--- src/rtl/imem_loader.sv ---
// imem_loader: takes a framed byte stream from the UART receiver and writes
// big-endian 32-bit words into the instruction BRAM write port.
// Frame: base word address (4 B), word count N (2 B), N*4 payload bytes,
// 1 checksum byte (mod-256 sum of the payload).
// Ports:
//   clk, rst        system clock, synchronous active-high reset
//   start           pulse that arms the loader from IDLE or DONE
//   rx_data/valid   incoming byte and its valid flag
//   rx_ready        byte accepted when rx_valid && rx_ready
//   imem_addr/din/we  single-word instruction memory write port
//   busy, done, err   status (done/err sticky until the next start)
module imem_loader #(
  parameter int unsigned ADDR_W = 30,
  parameter int unsigned CNT_W  = 16
) (
  input  logic              clk,
  input  logic              rst,
  input  logic              start,
  input  logic [7:0]        rx_data,
  input  logic              rx_valid,
  output logic              rx_ready,
  output logic [ADDR_W-1:0] imem_addr,
  output logic [31:0]       imem_din,
  output logic              imem_we,
  output logic              busy,
  output logic              done,
  output logic              err
);

  localparam int unsigned BC_W = 2;

  typedef enum logic [2:0] {
    S_IDLE, S_ADDR, S_CNT, S_DATA, S_WRITE, S_CSUM, S_DONE
  } state_t;

  state_t            state_q, state_d;
  logic [23:0]       word_q;
  logic [BC_W-1:0]   bcnt_q;
  logic [CNT_W-1:0]  wcnt_q;
  logic [7:0]        sum_q;
  logic [ADDR_W-1:0] addr_q;
  logic [31:0]       din_q;
  logic              we_q, rx_ready_q, busy_q, done_q, err_q;

  logic              acc;
  logic [31:0]       shift_w;
  logic [CNT_W-1:0]  cnt_w;

  assign acc     = rx_valid && rx_ready_q;
  assign shift_w = {word_q, rx_data};
  assign cnt_w   = CNT_W'({word_q[7:0], rx_data});

  // Next-state logic
  always_comb begin
    state_d = state_q;
    unique case (state_q)
      S_IDLE, S_DONE: if (start) state_d = S_ADDR;
      S_ADDR:  if (acc && bcnt_q == BC_W'(3)) state_d = S_CNT;
      S_CNT:   if (acc && bcnt_q == BC_W'(1))
                 state_d = (cnt_w == '0) ? S_CSUM : S_DATA;
      S_DATA:  if (acc && bcnt_q == BC_W'(3)) state_d = S_WRITE;
      S_WRITE: state_d = (wcnt_q == CNT_W'(1)) ? S_CSUM : S_DATA;
      S_CSUM:  if (acc) state_d = S_DONE;
      default: state_d = S_IDLE;
    endcase
  end

  // State, datapath and registered outputs
  always_ff @(posedge clk) begin
    if (rst) begin
      state_q    <= S_IDLE;
      word_q     <= '0;
      bcnt_q     <= '0;
      wcnt_q     <= '0;
      sum_q      <= '0;
      addr_q     <= '0;
      din_q      <= '0;
      we_q       <= 1'b0;
      rx_ready_q <= 1'b0;
      busy_q     <= 1'b0;
      done_q     <= 1'b0;
      err_q      <= 1'b0;
    end else begin
      state_q    <= state_d;
      rx_ready_q <= state_d inside {S_ADDR, S_CNT, S_DATA, S_CSUM};
      busy_q     <= !(state_d inside {S_IDLE, S_DONE});
      // Strobe lands in the WRITE cycle, right after the 4th word byte
      we_q       <= (state_q == S_DATA) && (state_d == S_WRITE);
      unique case (state_q)
        S_IDLE, S_DONE: if (start) begin
          done_q <= 1'b0;
          err_q  <= 1'b0;
          sum_q  <= '0;
          bcnt_q <= '0;
          wcnt_q <= '0;
        end
        S_ADDR: if (acc) begin
          word_q <= shift_w[23:0];
          bcnt_q <= bcnt_q + BC_W'(1);
          // Upper address bits beyond ADDR_W are dropped here
          if (bcnt_q == BC_W'(3)) addr_q <= ADDR_W'(shift_w);
        end
        S_CNT: if (acc) begin
          word_q <= shift_w[23:0];
          if (bcnt_q == BC_W'(1)) begin
            bcnt_q <= '0;
            wcnt_q <= cnt_w;
          end else begin
            bcnt_q <= bcnt_q + BC_W'(1);
          end
        end
        S_DATA: if (acc) begin
          word_q <= shift_w[23:0];
          sum_q  <= sum_q + rx_data;
          bcnt_q <= bcnt_q + BC_W'(1);
          if (bcnt_q == BC_W'(3)) din_q <= shift_w;
        end
        S_WRITE: begin
          addr_q <= addr_q + ADDR_W'(1);
          wcnt_q <= wcnt_q - CNT_W'(1);
        end
        S_CSUM: if (acc) begin
          done_q <= 1'b1;
          err_q  <= (rx_data != sum_q);
        end
        default: ;
      endcase
    end
  end

  assign rx_ready  = rx_ready_q;
  assign imem_addr = addr_q;
  assign imem_din  = din_q;
  assign imem_we   = we_q;
  assign busy      = busy_q;
  assign done      = done_q;
  assign err       = err_q;

endmodule

--- config.mk ---
export PLATFORM = sky130hd
export DESIGN_NAME = imem_loader
export DESIGN_NICKNAME = d
export VERILOG_FILES = /design/src/rtl/imem_loader.sv
export SDC_FILE = /design/constraint.sdc
export NUM_CORES = 1
export LEC_CHECK = 0
export CORE_MARGIN = 2
export CORE_UTILIZATION = 59
export DETAILED_ROUTE_END_ITERATION = 10
export PLACE_DENSITY = 0.95
export SETUP_SLACK_MARGIN = 0.3
export SKIP_LAST_GASP = 1
export SLEW_MARGIN = 10
export SYNTH_ARGS = -nofsm -noshare
export SYNTH_HDL_FRONTEND = slang
export SYNTH_SLANG_ARGS = --single-unit
--- constraint.sdc ---
create_clock -name clk -period 4.8 [get_ports clk]
set_input_delay 0.48 -clock clk [delete_from_list [all_inputs] [get_ports clk]]
set_output_delay 0.48 -clock clk [all_outputs]
set_load 0.1 [all_outputs]
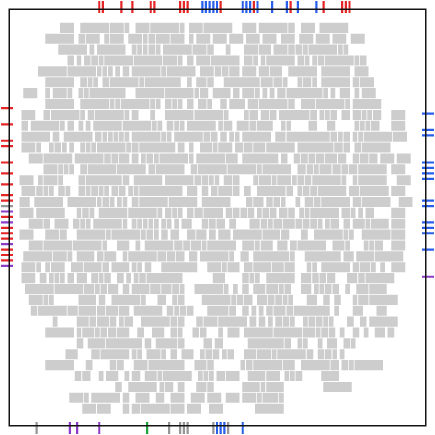
Fig. 1. Pin placement.
(4 px per um) Pins as bars across the die edge, other pins in gray.
| color | port | pins | direction | edge |
|---|---|---|---|---|
| red | imem_din | 32 | output | 16 left, 16 top |
| purple | rx_data | 8 | input | 4 left, 3 bottom, 1 right |
| green | done | 1 | output | bottom |
| blue | imem_addr | 30 | output | 13 right, 13 top, 4 bottom |
all pins by edge: 29 top, 21 left, 15 bottom, 14 right
width of the die: 104 um
vertical die dimension: 104 um
number of port buffers: 78

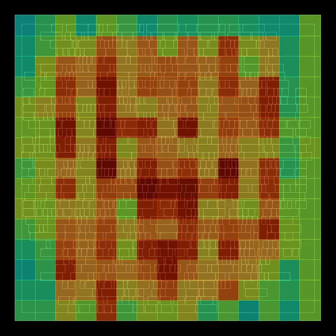
Fig. 2. Routing congestion.
end-of-flow core utilization: 0.742
met2 Use GR: 0.509
met1 track utilization from global routing: 0.417
All-Layer GR Usage: 0.326

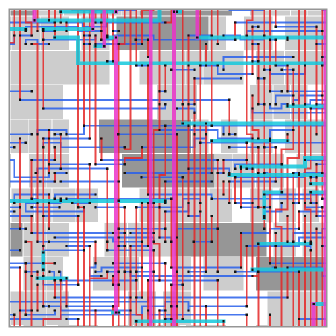
Fig. 3. Zoomed window.
Region (39, 19) to (64, 44) um. Cells in gray, sequential cells in the stronger gray; small squares are vias.
| color | layer |
|---|---|
| blue | M1 |
| red | M2 |
| cyan | M3 |
| magenta | M4 |
most frequent: o21ai_0 (7), nand2_1 (7)
cells with their middle in the window: 59
sequential cells in the window: 5
netlist names of flops here include: wcnt_q (3), state_q (2)

==> flow_summary.toml <==
# synthesis and place-and-route metrics
[drt]
postRouteAntennaNets = 0
drcViolationCount = 0
drt-met1-wl_um = 6860
detail_route.vias_per_cell = 6.38
route.met3.wl_um = 2090
wl_um = 18000
avgRoutedWirePerCell_um = 18.5
drt_iter0_markers = 807
route.vias.total = 6206
dr_pass1_iterations = 6
detailroute.wirelength.met2_um = 8440
routed.top_layer = "met4"

[power]
peakVddDrop_mv = 0.240
pwr_density_cell_mw_per_mm2 = 329
finalPower_mw = 2.37
power.static_leakage_nw = 2.49

[finish]
num-nets-final = 853
layout.non_clock_inverters = 13
finalInstanceArea_mm2 = 0.00722
clockBufferCount = 18
diodes = 0
dominant_cells = "logic gates"
fillers = 699
clock_cell_share = 0.0784
ff_count = 120
multiInputGateArea_mm2 = 0.00320
final_layout_size_suffix_gt1_frac = 0.0644
comb_cells = 589
bufAreaShareNonClock = 0.116
signal_buffers = 86
areaGrowthSynthToFinish_pct = 22.9

[critical_path]
critPathLaunch = "state_q[2]"
crit-reg2reg-launch = "state_q[2]"
timing.reg2reg.worst_path_depth = 6
cp_data_required_time_ns = 5.17
critical_path_arrival_ns = 3.40
r2r_endpoint = "imem_addr[0]"
worstPathMaxFanout = 21
timing.critical_path.from_type = "register"
crit_end = "imem_addr[0]"
critPathKind = "reg2reg"
endpoint_kind = "register"
ff2ff_setup_slack_ns = 1.77

[floorplan]
tapcell.inserted = 133
core-area_mm2 = 0.00973
cell_rows = 36
die_area_mm2 = 0.0108
io_pins = 79
floorplan.core_util = 0.603

[clock_tree]
clock_latency_ns = 0.52
numCtsBuffers = 17
numClockSinks = 120
post_cts_hold_buffer_count = 0
post_cts_setup_repair_bufs = 0
clock_tree_from_tritoncts = "done"
cts.path.max_buffers = 2
cts-resized-gates = 0
htree_levels = 4
clk_pin_slew_ns = 0.06
cts.root.buffer_cell = "clkbuf_8"

[global_routing]
grt.met3_usage = 0.105
via_count_of_the_first_global_routing_pass = 5722
first_pass_grt_wire_length_um = 28500
grt_max_degree = 121
initial_antenna_violation_count = 0
grt_overflow = 0
grt.busiest_layer = "met2"

[synthesis]
synthTopCellsByArea = "dfxtp_1, nand2_1, a21oi_1, nor2_1, o21ai_0"
asyncSetResetFlopFracSynth = 0
synth_largest_type_area_fraction = 0.409
synth-seq-area-share = 0.409
netlist_area_mm2 = 0.00587
synth.yosys.num_cells = 774
yosys.area.top_type = "dfxtp_1"
synth.avg_cell_area_um2 = 7.58
synth_nets = 800
common_cells = "nand2_1, dfxtp_1, a21oi_1"
yosys_area_mm2 = 0.00587
yosys_most_used_dff = "dfxtp_1"
synth_cells = 774
ys_types = 60
yosys.cell_count.top_type = "nand2_1"
edf_count = 0
synth-seq-cells = 120
yosys_warnings = 0

[sta]
finalSetupViolations = 0
clock.fmax_mhz = 330
final_critical_path_required_period_ns = 3.03
post-route-period-util = 0.631
final_report_hold_violation_count = 0
slew_headroom = 0.183
worst_clock_skew_ns = 0.00836
setup_total_negative_slack_ns = 0
slew_viol_final = 0
grt_setup_unrepaired = "false"
timing_worst_slew_pin_value_ns = 1.23

[worst_hold_path]
worstHoldStart = "imem_din[16]"
holdCritPathClass = "reg2reg"

[run]
max_cap_violations = 0
log.warning_count = 31

[placed_design]
place_area_mm2 = 0.00665
dp_hpwl_um = 11400
routabilityCongestion = 0.931

[outcome]
status = "finished, final reports clean"
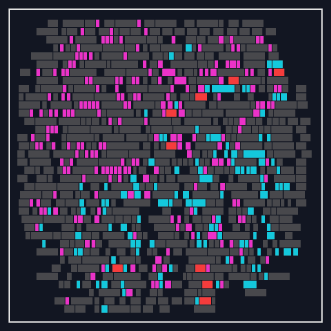
Fig. 4. Selected gate families.
(3 px per um)
| color | family | cells |
|---|---|---|
| red | mux cells | 9 |
| cyan | nor cells | 117 |
| magenta | nand cells | 210 |
Comb/total area: 0.443
number of cells in the finished layout apart from fillers: 972

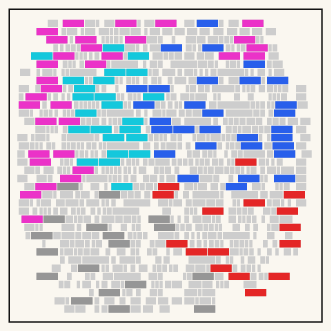
Fig. 5. Register map, names as in the netlist.
(3 px per um) Other sequential cells in the stronger gray, the rest of the logic in the fainter gray.
| color | signal | placed flops |
|---|---|---|
| blue | imem_addr | 30 |
| magenta | imem_din | 32 |
| cyan | word_q | 24 |
| red | wcnt_q | 16 |
not colored: 18
Sequential Power: 1.02 mW
fraction of standard cell area that is sequential: 0.333
Sequential Area: 0.00240 mm^2

## how the worst min path moves through the flow
stage / to / slack [ns] / cells after the start
after global routing: imem_din[6] / 0.48 / 2
after CTS: imem_din[16] / 0.46 / 2
after global placement: imem_din[2] / 0.44 / 2
after detailed placement: imem_din[10] / 0.45 / 2
after floorplan: imem_din[30] / 0.43 / 2
final: imem_din[16] / 0.46 / 2
## per-stage QoR
step                      hold WS, ns  worst slack [ns]  cells
after detailed placement        0.446              1.53    941
after CTS                       0.458              1.91    972
final                           0.459              1.77    972
after floorplan                 0.432              2.16    774
after global placement          0.442              1.72    941
after global routing            0.477              1.62    972
## cell families after synthesis
logic type	share of synthesized area
buffers and inverters	0.0469
flip-flops	0.409
XOR/XNOR	0.0164
AND-OR/OR-AND	0.202
adder cells (fa/ha/maj)	0.0311
multiplexers	0.0158
AND/OR/NAND/NOR	0.278
## critical path, stage by stage, from the launching register on
cell and delay [ns]:
dfxtp_1 0.55, and3b_1 0.49, nand3_1 0.16, nor2_1 0.89, nor2_1 0.35, a221oi_1 0.37, nor2_1 0.06
## registers in the layout, indices dropped and copies added, names as in the netlist, 2 cells and up
name / count
sum_q: 8
imem_addr: 30
bcnt_q: 2
word_q: 24
state_q: 3
imem_din: 32
wcnt_q: 16
## cells in the final DEF (no fill, tap or decap), types with 7 or more instances in the layout
cell	instances
a21oi_1	116
a221oi_1	8
a31oi_1	13
buf_4	9
clkbuf_16	16
clkdlybuf4s50_1	77
dfxtp_1	120
ha_1	13
inv_1	13
mux2i_1	7
nand2_1	168
nand3_1	24
nand4_1	11
nor2_1	66
nor3_1	22
nor4_1	15
o21ai_0	33
xnor2_1	8
## power breakdown
group / internal (mW) / switching, mW
clock network: 0.742 / 0.482
registers: 1.00 / 0.0141
logic: 0.0410 / 0.0894
Power and IR drop assume default switching activity.
